`config.mk`:
```
export PLATFORM = sky130hd
export DESIGN_NAME = cmd_dispatcher
export DESIGN_NICKNAME = d
export VERILOG_FILES = /design/src/rtl/cmd_pkg.sv /design/src/rtl/cmd_payload_buf.sv /design/src/rtl/cmd_dispatcher.sv
export SDC_FILE = /design/constraint.sdc
export NUM_CORES = 1
export LEC_CHECK = 0
export CAP_MARGIN = 40
export CORE_MARGIN = 3
export CORE_UTILIZATION = 30
export DETAILED_ROUTE_END_ITERATION = 10
export GPL_ROUTABILITY_DRIVEN = 1
export SLEW_MARGIN = 5
export SYNTH_ARGS = -nofsm -noshare
export SYNTH_HDL_FRONTEND = slang
export SYNTH_HIERARCHICAL = 1
export SYNTH_SLANG_ARGS = --single-unit
```
`constraint.sdc`:
```
create_clock -name clk -period 2.4 [get_ports clk]
set_input_delay 0.24 -clock clk [delete_from_list [all_inputs] [get_ports clk]]
set_output_delay 0.24 -clock clk [all_outputs]
set_load 0.01 [all_outputs]
```
`src/rtl/cmd_pkg.sv`:
```
// rtl/cmd_pkg.sv - shared opcodes, header layout, error codes and FSM states for cmd_dispatcher
package cmd_pkg;

    localparam logic [7:0] OP_NOP      = 8'h00;
    localparam logic [7:0] OP_CLEAR    = 8'h01;
    localparam logic [7:0] OP_DRAW_TRI = 8'h02;
    localparam logic [7:0] OP_SIMD     = 8'h03;

    typedef struct packed {
        logic [7:0]  opcode;
        logic [7:0]  flags;
        logic [15:0] len;
    } cmd_header_t;

    typedef enum logic [1:0] {
        ERR_NONE     = 2'd0,
        ERR_BAD_OP   = 2'd1,
        ERR_OVERSIZE = 2'd2,
        ERR_TIMEOUT  = 2'd3
    } err_code_e;

    typedef enum logic [2:0] {
        ST_IDLE,
        ST_PAYLOAD,
        ST_DRAIN,
        ST_DISPATCH,
        ST_WAIT
    } state_e;

endpackage

```
`src/rtl/cmd_payload_buf.sv`:
```
// rtl/cmd_payload_buf.sv - write-indexed payload register array with word count and count clear
module cmd_payload_buf #(
    parameter int DEPTH = 8
) (
    input  logic                       clk,
    input  logic                       rst_n,
    input  logic                       clr,
    input  logic                       wr_en,
    input  logic [31:0]                wr_data,
    output logic [DEPTH*32-1:0]        data,
    output logic [$clog2(DEPTH+1)-1:0] count
);
    localparam int CNT_W = $clog2(DEPTH+1);

    logic [31:0]      mem_q [DEPTH];
    logic [31:0]      mem_d [DEPTH];
    logic [CNT_W-1:0] count_q;
    logic [CNT_W-1:0] count_d;

    // Clear only rewinds the count; stale words stay until overwritten.
    always_comb begin
        mem_d   = mem_q;
        count_d = count_q;
        if (clr) begin
            count_d = '0;
        end else if (wr_en && (count_q < CNT_W'(DEPTH))) begin
            for (int i = 0; i < DEPTH; i++) begin
                if (count_q == CNT_W'(i)) begin
                    mem_d[i] = wr_data;
                end
            end
            count_d = count_q + 1'b1;
        end
    end

    // Buffer and count registers, zeroed on reset.
    always_ff @(posedge clk or negedge rst_n) begin
        if (!rst_n) begin
            for (int i = 0; i < DEPTH; i++) begin
                mem_q[i] <= '0;
            end
            count_q <= '0;
        end else begin
            mem_q   <= mem_d;
            count_q <= count_d;
        end
    end

    // Flatten the array, word i at [32*i +: 32].
    always_comb begin
        data = '0;
        for (int i = 0; i < DEPTH; i++) begin
            data[32*i +: 32] = mem_q[i];
        end
    end

    assign count = count_q;

endmodule

```
`src/rtl/cmd_dispatcher.sv`:
```
// rtl/cmd_dispatcher.sv - header/payload command dispatcher to start/done engines; CMD_TIMEOUT_EN adds a WAIT watchdog
module cmd_dispatcher
    import cmd_pkg::*;
#(
    parameter int NUM_ENG        = 3,
    parameter int MAX_PAYLOAD    = 8,
    parameter int LEN_W          = 16,
    parameter int TIMEOUT_CYCLES = 1024
) (
    input  logic                             clk,
    input  logic                             rst_n,
    input  logic                             cmd_valid,
    input  logic [31:0]                      cmd_data,
    output logic                             cmd_ready,
    output logic [NUM_ENG-1:0]               eng_start,
    input  logic [NUM_ENG-1:0]               eng_done,
    output logic [7:0]                       eng_flags,
    output logic [MAX_PAYLOAD*32-1:0]        payload_data,
    output logic [$clog2(MAX_PAYLOAD+1)-1:0] payload_count,
    output logic                             busy,
    output logic                             err_valid,
    output logic [1:0]                       err_code,
    output logic [31:0]                      cmds_done
);
    state_e             state_q, state_d;
    logic [7:0]         op_q, op_d;
    logic [LEN_W-1:0]   len_q, len_d;
    logic [LEN_W-1:0]   drain_q, drain_d;
    logic               cmd_ready_q, cmd_ready_d;
    logic [NUM_ENG-1:0] eng_start_q, eng_start_d;
    logic [7:0]         eng_flags_q, eng_flags_d;
    logic               busy_q, busy_d;
    logic               err_valid_q, err_valid_d;
    err_code_e          err_code_q, err_code_d;
    logic [31:0]        cmds_done_q, cmds_done_d;
`ifdef CMD_TIMEOUT_EN
    localparam int TW = $clog2(TIMEOUT_CYCLES + 1);
    logic [TW-1:0]      wait_cnt_q, wait_cnt_d;
`endif

    cmd_header_t      hdr;
    logic [LEN_W-1:0] hdr_len;
    logic             accept;
    logic             done_sel;
    logic             buf_clr;
    logic             buf_wr;

    assign hdr     = cmd_data;
    assign hdr_len = hdr.len[LEN_W-1:0];
    assign accept  = cmd_valid && cmd_ready_q;

    cmd_payload_buf #(.DEPTH(MAX_PAYLOAD)) u_buf (
        .clk     (clk),
        .rst_n   (rst_n),
        .clr     (buf_clr),
        .wr_en   (buf_wr),
        .wr_data (cmd_data),
        .data    (payload_data),
        .count   (payload_count)
    );

    // Next-state and next-output logic; every output is registered from its _d.
    always_comb begin
        state_d     = state_q;
        op_d        = op_q;
        len_d       = len_q;
        drain_d     = drain_q;
        eng_flags_d = eng_flags_q;
        err_valid_d = 1'b0;
        err_code_d  = err_code_q;
        cmds_done_d = cmds_done_q;
        buf_clr     = 1'b0;
        buf_wr      = 1'b0;
`ifdef CMD_TIMEOUT_EN
        wait_cnt_d  = wait_cnt_q;
`endif
        done_sel = 1'b0;
        for (int i = 0; i < NUM_ENG; i++) begin
            if (op_q == 8'(i + 1)) begin
                done_sel = eng_done[i];
            end
        end

        unique case (state_q)
            ST_IDLE: begin
                if (accept) begin
                    op_d        = hdr.opcode;
                    len_d       = hdr_len;
                    drain_d     = hdr_len;
                    eng_flags_d = hdr.flags;
                    if (hdr.opcode == OP_NOP) begin
                        cmds_done_d = cmds_done_q + 32'd1;
                        if (hdr_len != '0) state_d = ST_DRAIN;
                    end else if (hdr.opcode > 8'(NUM_ENG)) begin
                        err_valid_d = 1'b1;
                        err_code_d  = ERR_BAD_OP;
                        if (hdr_len != '0) state_d = ST_DRAIN;
                    end else if (hdr_len > LEN_W'(MAX_PAYLOAD)) begin
                        err_valid_d = 1'b1;
                        err_code_d  = ERR_OVERSIZE;
                        state_d     = ST_DRAIN;
                    end else if (hdr_len == '0) begin
                        state_d = ST_DISPATCH;
                    end else begin
                        buf_clr = 1'b1;
                        state_d = ST_PAYLOAD;
                    end
                end
            end
            ST_PAYLOAD: begin
                if (accept) begin
                    buf_wr = 1'b1;
                    if (LEN_W'(payload_count) + 1'b1 == len_q) state_d = ST_DISPATCH;
                end
            end
            ST_DRAIN: begin
                if (accept) begin
                    drain_d = drain_q - 1'b1;
                    if (drain_q == LEN_W'(1)) state_d = ST_IDLE;
                end
            end
            ST_DISPATCH: begin
                state_d = ST_WAIT;
`ifdef CMD_TIMEOUT_EN
                wait_cnt_d = '0;
`endif
            end
            ST_WAIT: begin
                // A done coinciding with expiry wins over the timeout.
                if (done_sel) begin
                    cmds_done_d = cmds_done_q + 32'd1;
                    state_d     = ST_IDLE;
`ifdef CMD_TIMEOUT_EN
                end else if (wait_cnt_q == TW'(TIMEOUT_CYCLES - 1)) begin
                    err_valid_d = 1'b1;
                    err_code_d  = ERR_TIMEOUT;
                    state_d     = ST_IDLE;
                end else begin
                    wait_cnt_d = wait_cnt_q + 1'b1;
`endif
                end
            end
            default: state_d = ST_IDLE;
        endcase

        if (state_d == ST_IDLE) eng_flags_d = '0;
        cmd_ready_d = (state_d == ST_IDLE) || (state_d == ST_PAYLOAD) || (state_d == ST_DRAIN);
        busy_d      = (state_d != ST_IDLE);
        eng_start_d = '0;
        if (state_d == ST_DISPATCH) begin
            for (int i = 0; i < NUM_ENG; i++) begin
                eng_start_d[i] = (op_d == 8'(i + 1));
            end
        end
    end

    // Single state/output register bank; reset abandons any command in flight.
    always_ff @(posedge clk or negedge rst_n) begin
        if (!rst_n) begin
            state_q     <= ST_IDLE;
            op_q        <= '0;
            len_q       <= '0;
            drain_q     <= '0;
            cmd_ready_q <= 1'b0;
            eng_start_q <= '0;
            eng_flags_q <= '0;
            busy_q      <= 1'b0;
            err_valid_q <= 1'b0;
            err_code_q  <= ERR_NONE;
            cmds_done_q <= '0;
`ifdef CMD_TIMEOUT_EN
            wait_cnt_q  <= '0;
`endif
        end else begin
            state_q     <= state_d;
            op_q        <= op_d;
            len_q       <= len_d;
            drain_q     <= drain_d;
            cmd_ready_q <= cmd_ready_d;
            eng_start_q <= eng_start_d;
            eng_flags_q <= eng_flags_d;
            busy_q      <= busy_d;
            err_valid_q <= err_valid_d;
            err_code_q  <= err_code_d;
            cmds_done_q <= cmds_done_d;
`ifdef CMD_TIMEOUT_EN
            wait_cnt_q  <= wait_cnt_d;
`endif
        end
    end

    assign cmd_ready = cmd_ready_q;
    assign eng_start = eng_start_q;
    assign eng_flags = eng_flags_q;
    assign busy      = busy_q;
    assign err_valid = err_valid_q;
    assign err_code  = err_code_q;
    assign cmds_done = cmds_done_q;

endmodule

```
### Metal 3, run 1

Bar = 50 um. Cells faint in the background.
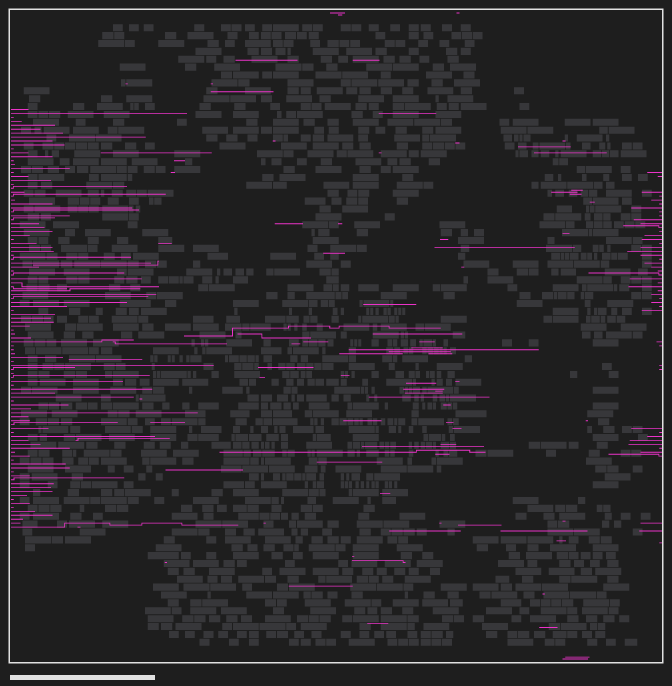
main direction: horizontal
share of all routed wire: 7.4%
longest straight run: 69.7 um

### Congestion heat map, run 1

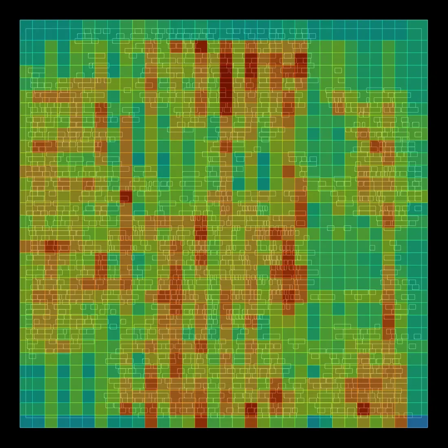
met2 Use GR: 0.299
per-cell routed wire length: 21.5 um
M3 GR Usage: 0.0556
busiest layer in global routing: met2
post-layout util: 0.446

### Clock wires, drivers and flops, run 1

Bar = 50 um.
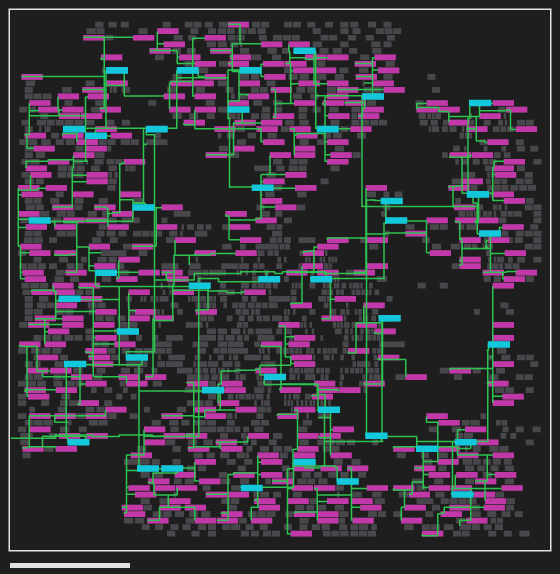
[green] clock wires | length: 4950 um
[magenta] flip-flops | count: 351
[cyan] clock-net drivers | count: 41
routed clock nets: 42
flops lie: spread over the die
Clock Power Share: 0.499
clk ins delay skew pair: 0.55 ns

==> qor.csv, run 1 <==
metric,value,unit
post-detail-place hpwl,32.4,mm
CTS Buffer Depth,3,
Synth Flop Type,dfrtp_1,
Post-Synthesis Cell Area,14400,um2
total track usage,0.179,
Post-Syn Area per Cell,13.8,um2
DR iter-0 viols,559,
synthesis-to-finish area growth,45.4,%
Floorplan Nets,1087,
WL met3,3.38,mm
"Adder Share, Synth",0.00695,
yosys cell count,1041,
Slew HR,0.682,
endpoints failing hold,0,
Flops after synth,351,
# DRC,0,
number of clock sinks,351,
switching power,0.00270,W
crit end category,flip-flop,
routed vias,10200,
final instance area,20900,um2
Peak supply drop,0.000485,V
IO Pins,346,
Worst Path Arrival,2.71,ns
Int Pwr,0.00988,W
Worst Max-Slew Pin Slew,0.476,ns
global-route wire length before repair,68.9,mm
"XOR Share, Synth",0.0237,
Max Cap Viol,0,
Final min period,2.28,ns
nets@finish,1549,
FILL cells,4278,
TritonCTS buffer count,41,
remaining global-route overflow,0,
top-count cell post-synth,dfrtp_1,
Setup-failing EPs final,0,
status,finished clean,
number of inserted diodes,0,
initial antenna violation count,1,
met1 usage,0.222,
Hold Crit Class,input port to asynchronous set/reset pin,
yosys simple share,0.0893,
DRT antenna net count,0,
row count,79,
comb area leader,multiplexers,
area fraction in compound gates,0.0341,
largest net degree at the start of global routing,74,
setup_tns,0,ns
Top Layer Used,met4,
Power Dens Cells,601,nW/um2
# H-tree levels,2,
placed cell area,19500,um2
layout cells sized above 1,0.302,
register share after synthesis,0.610,
"Slew Viols, Final",0,
Worst Path Required,2.83,ns
fmax,438,MHz
Unique cell types,60,
DIE WIDTH,225,um
DRT Wirelength,46.0,mm
CTS tree,done,
Seq pwr share,0.470,
combinational share of power,0.031,
yosys warns,6,
Final Cycle Share,0.950,
CORE AREA,47000,um2
gp weighted congestion,0.819,
Die Span Y,225,um
Port Buffers,345,
Net Sw Frac,0.215,
Worst-path clk slew,0.06,ns
Routed met1 length,19.1,mm
Setup crit start kind,input port,
Post-synth EDFFs,0,
number of global-route vias before repair,10800,
Initial Utilization,0.307,
Crit Path Max Fanout,18,
Met2 Wirelength,22.4,mm
clk root buf,clkbuf_16,
Leak,10.1,nW
"Async S/R FF share, synth",1.00,
CP Class,input port to flip-flop,
YS chip area,14400,um2
Dominant cell area share,0.610,
main area contributors,"dfrtp_1, mux2_2, nand2_1",
Synth top cells by count,"dfrtp_1, mux2_2, nand2_1",
"area leader, netlist",dfrtp_1,
Max Clock Skew,0.0117,ns
Synth mux share,0.211,
Via density,4.77,
OpenROAD warning count,30,
TritonRoute pass-1 iters,4,
Total Die Area,50700,um2
cell count after synthesis,1041,
run 1: metrics by stage:
stage / setup slack, ns / util / instances / hold WS (ns) / total power [W]
2_1_floorplan: 0.0122 / - / 1041 / -0.0556 / 0.00605
3_3_place_gp: -0.682 / 0.415 / 2061 / 0.151 / 0.00642
3_5_place_dp: -0.665 / 0.415 / 2061 / 0.148 / 0.00643
4_1_cts: 0.0183 / 0.444 / 2133 / 0.138 / 0.0128
5_1_grt: -0.0121 / 0.446 / 2138 / 0.179 / 0.0131
6_report: 0.119 / 0.446 / 2138 / 0.160 / 0.0126
run 1: cell usage in the layout (no fill, tap or decap), types with 11 or more instances in the layout:
master / n
a21oi_1: 34
buf_12: 20
buf_4: 95
clkbuf_1: 11
clkbuf_16: 44
clkdlybuf4s50_1: 343
dfrtp_1: 351
inv_1: 12
mux2_2: 258
mux2i_1: 14
nand2_1: 96
nor2_1: 26
nor3_1: 18
o21ai_0: 12
xor2_1: 30
run 1: registers in the layout, indices dropped and copies added, names as in the netlist:
name,cells
u_buf/count,4
cmd_ready,1
eng_flags,8
err_code,2
u_buf/data,256
cmds_done,32
len_q,16
eng_start,3
state_q,3
drain_q,16
op_q,8
busy,1
err_valid,1
run 1: kinds of logic after synthesis:
| logic type | count (synthesis) |
|---|---|
| mux | 272 |
| simple gates | 235 |
| xor+xnor | 39 |
| flops | 351 |
| buf+inv | 58 |
| compound gates | 78 |
| fa+ha+maj | 8 |
run 1: critical path, cell delays in order:
cell and delay [ns]:
clkdlybuf4s50_1 0.61, nor4_2 0.09, buf_4 0.13, and3_1 0.20, and3_1 0.16, nand2_1 0.11, nor2_4 0.06, buf_6 0.14
nor3b_4 0.35, buf_12 0.24, mux2_2 0.36
run 1: final cells by class:
| class | instances | area (um2) | share of cell area |
|---|---|---|---|
| clock buffers | 62 | 1230 | 0.0586 |
| multi-input cells | 632 | 5360 | 0.256 |
| flip-flops and latches | 351 | 8780 | 0.419 |
| well taps | 607 | 759 | 0.0363 |
| clock inverters | 9 | 124 | 0.00592 |
| inverters | 12 | 45.0 | 0.00215 |
| repair buffers | 465 | 4640 | 0.222 |
run 1: power by group through the flow:
stage	Clock (W)	Sequential, W	Combinational, W
final	0.00628	0.00592	0.000388
after global routing	0.00670	0.00592	0.000434
after CTS	0.00649	0.00592	0.000404
after detailed placement	0	0.00603	0.000400
after global placement	0	0.00603	0.000397
after floorplan	0	0.00603	0.0000181
run 1: repair_timing:
| action | CTS | global route |
|---|---|---|
| gates cloned | 0 | 1 |
| gates resized | 2 | 10 |
| buffers inserted | 0 | 4 |
| endpoints found under the hold margin | 218 | 0 |
| pin swaps | 0 | 2 |
| setup endpoints to repair | 139 | 189 |
| hold buffers | 1 | 0 |
run 1: worst paths after layout:
kind                               start               to  slack (ns)  cells after the start
setup reg to reg              state_q[2]  u_buf/data[242]        0.16                      7
hold / removal                     rst_n  u_buf/data[126]        0.16                      2
min in group clk             cmd_data[4]         len_q[4]        0.26                      4
hold reg to reg            cmds_done[31]    cmds_done[31]        0.47                      1
setup / recovery            cmd_data[12]  u_buf/data[242]        0.12                     11
max in group asynchronous          rst_n   u_buf/data[71]        1.29                      4
==> run 2: changes to the inputs <==
--- a/config.mk
+++ b/config.mk
@@ -8,6 +8,7 @@
 export CAP_MARGIN = 40
 export CORE_MARGIN = 3
 export CORE_UTILIZATION = 30
+export CTS_CLUSTER_DIAMETER = 120
 export DETAILED_ROUTE_END_ITERATION = 10
 export GPL_ROUTABILITY_DRIVEN = 1
 export SLEW_MARGIN = 5
### Clock wires, drivers and flops, run 2

Bar = 50 um.
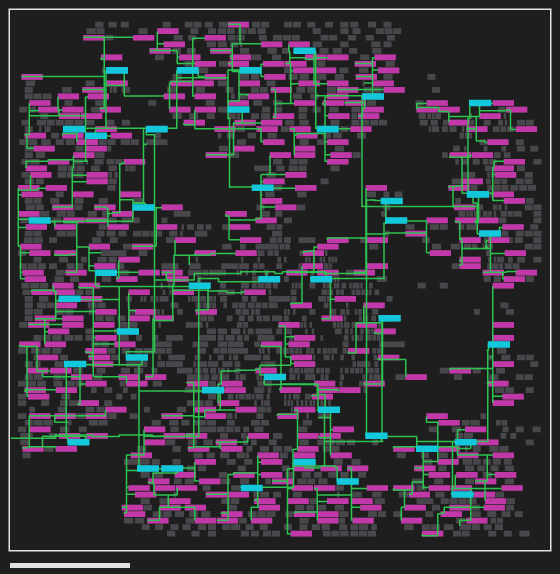
[cyan] clock-net drivers | count: 41
[magenta] flip-flops | count: 351
[green] clock wires | length: 4950 um
routed clock nets: 42
flops lie: spread over the die

==> run 2 against run 1 <==
  * Synthesized area did not move
  * Combinational power barely moved
  * Register-to-register slack barely moved
  * Synthesized cell count did not move
  * Critical path depth did not move
  * Clock skew did not move
  * Sequential power barely moved
  * Die area did not move
  * Critical path type unchanged
==> qor.csv, run 2 <==
metric,value,unit,change
status,finished clean,,unchanged
most frequent logic cell in the layout,dfrtp_1,,unchanged
Worst path slowest cell,clkdlybuf4s50_1,,unchanged
Finished Layout Cells,2138,,unchanged
switching power,0.00270,W,unchanged
layout cells sized above 1,0.302,,unchanged
Total Die Area,50700,um2,unchanged
routed vias,10200,,unchanged
YS chip area,14400,um2,unchanged
number of clock sinks,351,,unchanged
Via density,4.77,,unchanged
post-detail-place hpwl,32.4,mm,unchanged
CP dominant cell by count,and3_1,,unchanged
yosys cell count,1041,,unchanged
Crit path depth,11,,unchanged
TritonRoute pass-1 iters,4,,unchanged
DR iter-0 viols,559,,unchanged
CORE AREA,47000,um2,unchanged
max reg flops,256,,unchanged
largest net degree at the start of global routing,74,,unchanged
gp weighted congestion,0.819,,unchanged
post-layout util,0.446,,unchanged
clk root buf,clkbuf_16,,unchanged
global-route wire length before repair,68.9,mm,unchanged
most common logic cells in the final layout,"dfrtp_1, clkdlybuf4s50_1, mux2_2",,unchanged
Seq pwr share,0.470,,about the same
PnR Total Power,0.0126,W,unchanged
Die Span Y,225,um,unchanged
Max Cap Viol,0,,unchanged
row count,79,,unchanged
Final min period,2.28,ns,unchanged
TritonCTS buffer count,41,,unchanged
Worst Max-Slew Pin Slew,0.476,ns,unchanged
Initial Utilization,0.307,,unchanged
"area leader, netlist",dfrtp_1,,unchanged
number of global-route vias before repair,10800,,unchanged
"Slew Viols, Final",0,,unchanged
Setup crit start kind,input port,,unchanged
synthesis-to-finish area growth,45.4,%,unchanged
Post-Synthesis Cell Area,14400,um2,unchanged
Floorplan Nets,1087,,unchanged
Worst Path Required,2.83,ns,about the same
OpenROAD warning count,30,,unchanged
endpoints failing hold,0,,unchanged
Unique cell types,60,,unchanged
setup_tns,0,ns,unchanged
total track usage,0.179,,unchanged
Setup-failing EPs final,0,,unchanged
CP Class,input port to flip-flop,,unchanged
cell count after synthesis,1041,,unchanged
"Async S/R FF share, synth",1.00,,unchanged
DIE WIDTH,225,um,unchanged
placed cell area,19500,um2,unchanged
Dominant cell area share,0.610,,unchanged
Worst Path Arrival,2.71,ns,about the same
DRT antenna net count,0,,unchanged
Clock Power Share,0.499,,about the same
fmax,438,MHz,unchanged
Post-Place Cells,2061,,unchanged
number of inserted diodes,0,,unchanged
main area contributors,"dfrtp_1, mux2_2, nand2_1",,unchanged
crit end category,flip-flop,,unchanged
clk ins delay skew pair,0.55,ns,about the same
CP cell instances,clkdlybuf4s50_1 -> nor4_2 -> buf_4 -> and3_1 -> and3_1 -> nand2_1 -> nor2_4 -> buf_6 -> nor3b_4 -> buf_12 -> mux2_2,,unchanged
Final Cycle Share,0.950,,unchanged
register share after synthesis,0.610,,unchanged
"CP delay by family, top",buffers and inverters,,unchanged
Port Buffers,345,,unchanged
Hold Crit Class,input port to asynchronous set/reset pin,,unchanged
Synth top cells by count,"dfrtp_1, mux2_2, nand2_1",,unchanged
Max stage delay on crit path,0.61,ns,about the same
Flops after synth,351,,unchanged
# DRC,0,,unchanged
IO Pins,346,,unchanged
combinational share of power,0.031,,about the same
Power Dens Cells,601,nW/um2,unchanged
R2R cell count,7,,unchanged
DRT Wirelength,46.0,mm,unchanged
Leak,10.1,nW,unchanged
yosys warns,6,,unchanged
Post-synth EDFFs,0,,unchanged
Post-Syn Area per Cell,13.8,um2,unchanged
per-cell routed wire length,21.5,um,unchanged
Worst-path clk slew,0.06,ns,about the same
Max Clock Skew,0.0117,ns,unchanged
Crit Path Max Fanout,18,,unchanged
Int Pwr,0.00988,W,unchanged
# H-tree levels,2,,unchanged
Peak supply drop,0.000485,V,unchanged
top-count cell post-synth,dfrtp_1,,unchanged
remaining global-route overflow,0,,unchanged
CTS Buffer Depth,3,,unchanged
Net Sw Frac,0.215,,unchanged
final instance area,20900,um2,unchanged
nets@finish,1549,,unchanged
initial antenna violation count,1,,unchanged
Synth Flop Type,dfrtp_1,,unchanged
CTS tree,done,,unchanged
Slew HR,0.682,,unchanged
CP bufs+invs,4,,unchanged
==> run 2: logic make-up after synthesis <==
group / Yosys count / share of synthesized area
muxes: 272 / 0.211
xor gates and xnor gates: 39 / 0.0237
and+or+nand+nor: 235 / 0.0893
AOI/OAI and AO/OA: 78 / 0.0341
DFF: 351 / 0.610
adders and majority gates: 8 / 0.00695
buffers and inverters: 58 / 0.0245
==> run 2: final timing paths <==
kind | from | endpoint | slack, ns
min in group clk | cmd_data[4] | len_q[4] | 0.26
worst max register to register | state_q[2] | u_buf/data[242] | 0.16
worst min register to register | cmds_done[31] | cmds_done[31] | 0.47
worst max-delay path | cmd_data[12] | u_buf/data[242] | 0.12
max in group asynchronous | rst_n | u_buf/data[71] | 1.29
worst min-delay path | rst_n | u_buf/data[126] | 0.16
==> run 2: layout make-up <==
cell class,instances,area (um2)
Clock buffer,62,1230
Sequential cell,351,8780
Timing Repair Buffer,465,4640
Multi-Input combinational cell,632,5360
Clock inverter,9,124
Tap cell,607,759
Fill cell,4278,26000
Inverter,12,45.0
==> run 2: timing repair <==
action / CTS / global route
hold buffers: 1 / 0
gates resized: 2 / 10
setup endpoints to repair: 139 / 189
hold endpoints to repair: 218 / 0
pin swaps: 0 / 2
cloned: 0 / 1
setup buffers: 0 / 4
==> run 2: power groups by stage <==
| stage | combinational [W] | sequential (W) | clock [W] |
|---|---|---|---|
| finish | 0.000388 | 0.00592 | 0.00628 |
| detailed placement | 0.000400 | 0.00603 | 0 |
| CTS | 0.000404 | 0.00592 | 0.00649 |
| global route | 0.000434 | 0.00592 | 0.00670 |
| floorplan | 0.0000181 | 0.00603 | 0 |
| global placement | 0.000397 | 0.00603 | 0 |
==> run 2: per-stage QoR <==
stage | worst slack, ns | hold WS [ns]
6_report | 0.119 | 0.160
5_1_grt | -0.0121 | 0.179
4_1_cts | 0.0183 | 0.138
3_5_place_dp | -0.665 | 0.148
3_3_place_gp | -0.682 | 0.151
2_1_floorplan | 0.0122 | -0.0556
==> run 2: layer usage <==
layer / share of wire / GRT usage / vias to the layer above
met4: 0.024 / 0.0537 / 0
met3: 0.074 / 0.0556 / 62
met5: 0 / 0 / -
met2: 0.49 / 0.299 / 288
li1: - / - / 4632
met1: 0.42 / 0.222 / 5218
Power and IR drop assume default switching activity.
